Figure 1. Cell sizes after repair.
(6 px per um)
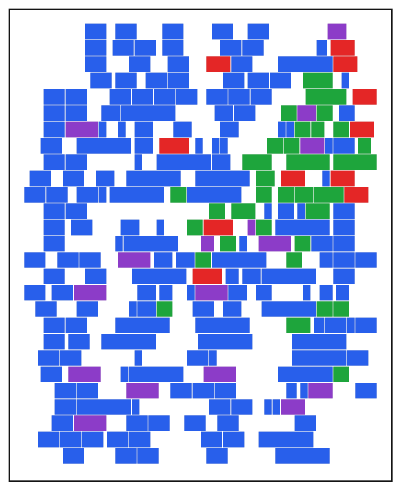
Figure 2. Pin placement.
(6 px per um) Pins as bars across the die edge, other pins in grey.
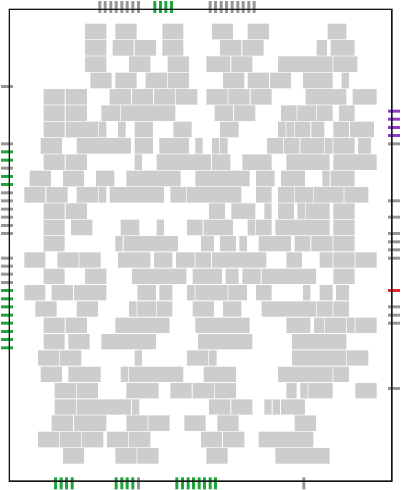
Figure 3. Placed standard cells.
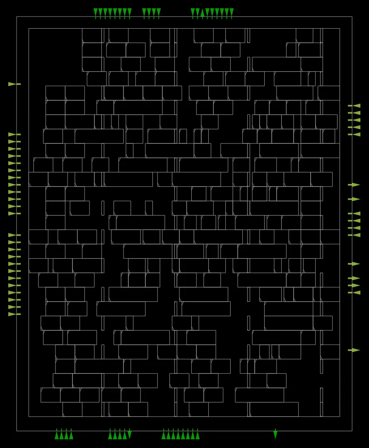
## config.mk

```make
export PLATFORM = sky130hd
export DESIGN_NAME = eq_cmp_scheduler
export DESIGN_NICKNAME = d
export VERILOG_FILES = /design/src/rtl/eq_cmp_scheduler.sv
export SDC_FILE = /design/constraint.sdc
export NUM_CORES = 1
export LEC_CHECK = 0
export CAP_MARGIN = 5
export CORE_ASPECT_RATIO = 1.25
export CORE_MARGIN = 2
export CORE_UTILIZATION = 36
export CTS_CLUSTER_SIZE = 16
export DETAILED_ROUTE_END_ITERATION = 12
export PLACE_DENSITY_LB_ADDON = 0.05
export SYNTH_ARGS = -nofsm -noshare
export SYNTH_HDL_FRONTEND = slang
export SYNTH_SLANG_ARGS = --single-unit
```

## constraint.sdc

```tcl
create_clock -name clk -period 2.6 [get_ports clk]
set_input_delay 0.78 -clock clk [delete_from_list [all_inputs] [get_ports clk]]
set_output_delay 0.78 -clock clk [all_outputs]
set_load 0.02 [all_outputs]
```

## src/rtl/eq_cmp_scheduler.sv

```systemverilog
// eq_cmp_scheduler: shares one registered equality comparator among NREQ
// requesters. A round-robin arbiter grants one operand pair at a time. A
// three-state FSM (IDLE -> EVAL -> RESP) latches the pair, compares it and
// presents the result with the requester ID.
// Optional feature: define CMP_MASK_EN to add the cmp_mask port, which gives
// a per-bit compare enable.
module eq_cmp_scheduler #(
  parameter int NREQ = 4,
  parameter int W    = 8
) (
  input  logic                      clk,
  input  logic                      rst,
  input  logic [NREQ-1:0]           req_valid,
  input  logic [NREQ*W-1:0]         req_a,
  input  logic [NREQ*W-1:0]         req_b,
  output logic [NREQ-1:0]           req_ready,
  output logic                      res_valid,
  input  logic                      res_ready,
  output logic                      res_match,
  output logic [$clog2(NREQ)-1:0]   res_id,
  output logic                      busy
`ifdef CMP_MASK_EN
  ,
  input  logic [W-1:0]              cmp_mask
`endif
);

  localparam int IDW = $clog2(NREQ);

  typedef enum logic [1:0] {
    IDLE = 2'd0,
    EVAL = 2'd1,
    RESP = 2'd2
  } state_t;

  state_t         state_q, state_d;
  logic [IDW-1:0] rr_ptr_q, rr_ptr_d;
  logic [W-1:0]   a_q, a_d;
  logic [W-1:0]   b_q, b_d;
  logic [IDW-1:0] id_q, id_d;
  logic           res_match_q, res_match_d;
  logic [IDW-1:0] res_id_q, res_id_d;

  logic           found;
  logic [IDW-1:0] winner;
  logic           grant;

  // Round-robin search starting at rr_ptr. The scan runs backwards, so the
  // closest valid requester at or after the pointer is the last one written.
  // The modulo keeps every candidate below NREQ, even when NREQ is not a
  // power of two.
  always_comb begin
    found  = 1'b0;
    winner = '0;
    for (int k = NREQ - 1; k >= 0; k--) begin
      if (req_valid[(int'(rr_ptr_q) + k) % NREQ]) begin
        found  = 1'b1;
        winner = IDW'((int'(rr_ptr_q) + k) % NREQ);
      end
    end
  end

  // The grant is qualified by reset so that req_ready reads zero while
  // reset is held.
  assign grant = found && !rst && (state_q == IDLE);

  // Next-state logic plus the capture of operands and results for each
  // FSM state.
  always_comb begin
    state_d     = state_q;
    rr_ptr_d    = rr_ptr_q;
    a_d         = a_q;
    b_d         = b_q;
    id_d        = id_q;
    res_match_d = res_match_q;
    res_id_d    = res_id_q;
    req_ready   = '0;
    case (state_q)
      IDLE: begin
        if (grant) begin
          req_ready[winner] = 1'b1;
          a_d      = req_a[int'(winner)*W +: W];
          b_d      = req_b[int'(winner)*W +: W];
          id_d     = winner;
          rr_ptr_d = (winner == IDW'(NREQ - 1)) ? '0 : winner + 1'b1;
          state_d  = EVAL;
        end
      end
      EVAL: begin
`ifdef CMP_MASK_EN
        res_match_d = (((a_q ^ b_q) & cmp_mask) == '0);
`else
        res_match_d = (a_q == b_q);
`endif
        res_id_d = id_q;
        state_d  = RESP;
      end
      RESP: begin
        if (res_ready) begin
          state_d = IDLE;
        end
      end
      default: begin
        state_d = IDLE;
      end
    endcase
  end

  // State and datapath registers. Asynchronous reset discards any
  // transaction that is in flight.
  always_ff @(posedge clk or posedge rst) begin
    if (rst) begin
      state_q     <= IDLE;
      rr_ptr_q    <= '0;
      a_q         <= '0;
      b_q         <= '0;
      id_q        <= '0;
      res_match_q <= 1'b0;
      res_id_q    <= '0;
    end else begin
      state_q     <= state_d;
      rr_ptr_q    <= rr_ptr_d;
      a_q         <= a_d;
      b_q         <= b_d;
      id_q        <= id_d;
      res_match_q <= res_match_d;
      res_id_q    <= res_id_d;
    end
  end

  assign res_valid = (state_q == RESP);
  assign busy      = (state_q != IDLE);
  assign res_match = res_match_q;
  assign res_id    = res_id_q;

endmodule
```

==> run notes <==
run metrics: cell mode on critical path=buf_6, Tmin final=2.593 ns, status=completed, max frequency=~0.39 GHz, Worst Hold Depth=2, DRC viols=0, Slew @ Worst Pin=0.5349 ns, Psw=0.8444 mW, Synth async-reset ratio=100.0%, DRT antenna net count=0, Net Sw Frac=38.13%, leakage power=roughly 1.2 nW, hold crit path type=reg2reg, Synth area leader=dfrtp_1, crit path launch type=primary input, boundary pin count=80, Final #Nets=316, dpl hpwl=between 3 and 4 mm, Crit path required time=1.82 ns, Max-Cap Viols=0, Netlist Area Pre-Place=between 1500 and 2000 sq um, via count=between 1000 and 1500, Final Total Pwr=around 2.2 mW, final setup vio count=0, worst skew pair latency=0.27 ns, Pint=1.370 mW, first-pass GRT wire length=between 7 and 8 mm, CTS Sinks=25, CTS buffer count=3, Dominant cell area share=39.25%, final hold vios=0, Syn Inst Count=150, CP max stage cell=a21o_1, clock share of power=10.7%, Die ar.=around 5000 sq um, Comb pwr share=57.8%, Floorplan Nets=222, flops out of synthesis=25, Final Max Tran Viols=0, Routed WL per cell=14.09 um, DRT iter0 DRCs=21, Slew headroom=64.34%, TritonCTS clock tree=yes, grt total ovfl=0, Post-DP Area=2521 sq um, cells along the critical path=buf_6 > a21o_1 > a21oi_2 > o21bai_4 > inv_2 > ha_2 > and2_4 > buf_6, sequential power share=31.5%, vias in the first global route=approximately 1600, routed vias/inst=just under 5, Final Skew=0.003376 ns, total track usage=18.26%, Tool Warnings=28, Hold WS=approximately 0.48 ns, tally of yosys warning messages=0, Seq/Total Area, Yosys=39.25%, RSZ-0062 raised after global routing=true, share of cells above drive strength 1=24.69%, PD cells=824.7 nW/um^2
## Picture notes: Figure 1
legend:
  blue:
    size: x1 and smaller
    cells: 183
  red:
    size: x6 and larger
    cells: 11
  green:
    size: x3 and x4
    cells: 33
  purple:
    size: x2
    cells: 16

## Picture notes: Figure 2
legend:
  purple:
    port: `req_valid`
    pins: 4
    direction: input
    edge: right
  red:
    port: `busy`
    pins: 1
    direction: output
    edge: right
  green:
    port: `req_b`
    pins: 32
    direction: input
    edge: 16 bottom, 12 left, 4 top
all pins by edge: 25 left, 21 top, 18 bottom, 16 right
die extent in y: 78.40 um
Die X: 63.52 um
Port Buffers: 79

## Picture notes: Figure 3
post-route insts no fill: 301
CORE AREA: 4324 sq um
# rows: 27

==> synth_stat cells, drive strengths merged, types with 2 or more instances <==
library cell	number
o221ai	16
nand2b	5
buf	7
clkbuf	2
o21ai	2
dfrtp	25
nand4	2
nor2	4
xnor2	8
mux2i	32
o31ai	2
mux2	2
nand2	25
a21oi	3
inv	6
==> routing by layer <==
layer | GRT usage (%) | part of all wire, %
met1 | 20.16 | 38
met4 | 5.870 | 0.73
met5 | 0 | 0
met2 | 35.05 | 57
met3 | 2.865 | 4.2
==> power groups by stage <==
stage	clock, mW	sequential (mW)	combinational (mW)
2_1_floorplan	0	0.688	0.805
3_5_place_dp	0	0.702	1.20
3_3_place_gp	0	0.690	1.17
5_1_grt	0.261	0.724	1.40
6_report	0.236	0.697	1.28
4_1_cts	0.247	0.698	1.27
==> what timing repair did <==
item,4_1_cts,5_1_grt
hold buffers,0,0
setup buffers,2,2
resized,62,4
pin swaps,9,5
setup endpoints to repair,4,2
==> through the flow <==
stage	setup WS, ns	setup TNS, ns	instances	utilization, %
3_5_place_dp	-0.9690	-7.570	293	58.30
3_3_place_gp	-0.9365	-6.179	293	58.30
6_report	0.007499	0	301	62.09
4_1_cts	0.0001108	0	299	61.26
5_1_grt	-0.03139	-0.03455	301	62.09
2_1_floorplan	-0.07384	-0.1245	150	-
==> kinds of logic (layout without fill, tap and decap cells) <==
logic type                 after synthesis  after routing  synth area share, %
and+or+nand+nor                         38             38                10.52
muxes                                   34             34                21.51
AOI/OAI and AO/OA                       28             28                17.27
DFF                                     25             25                39.25
buffers and inverters                   16            109                6.279
xor gates and xnor gates                 8              8                4.396
adders and majority gates                1              1               0.7848
==> worst max-delay path, delay by kind of cell <==
family / cells / cell delay [ns]
buf+inv: 3 / 0.27
simple gates: 1 / 0.13
fa+ha+maj: 1 / 0.17
compound gates: 3 / 0.46
==> final timing paths <==
check                        startpoint            to  slack [ns]
max                        req_valid[0]  req_ready[3]       0.007
min                             id_q[1]       id_q[1]        0.48
max reg2reg                 rr_ptr_q[0]        b_q[0]        0.49
min reg2reg                     id_q[1]       id_q[1]        0.48
max in group asynchronous           rst        a_q[0]        1.72
min in group asynchronous           rst     res_match        0.64
==> registers in the layout, indices dropped and copies added (netlist names) <==
register / cells
res_id: 2
res_match: 1
id_q: 2
state_q: 2
b_q: 8
rr_ptr_q: 2
a_q: 8
==> cell type report <==
cell class / instances / area [sq um]
clock buffer: 3 / 41.29
multi-input combinational: 109 / 958.4
tap: 58 / 72.57
sequential: 25 / 625.6
clock inverter: 1 / 7.507
inverter: 7 / 36.28
fill: 414 / 1639
timing repair buffer: 98 / 943.4
==> layout by cell type (no fill, tap or decap), drive strengths merged <==
cell type and instances:
o221ai 16, nand2 25, buf 27, clkdlybuf4s50 70, ha 1, clkbuf 3
or2 1, clkdlybuf4s15 1, o31ai 2, a211oi 1, dfrtp 25, xnor2 8
clkinv 1, o21bai 1, mux2i 32, nand2b 5, and2 1, a21oi 3
a21o 1, o22ai 1, a311o 1, nand4 2, clkinvlp 1, mux2 2
inv 6, o21ai 2, nor2 4
Power figures rest on the tool's default switching activity, not on a simulated workload.
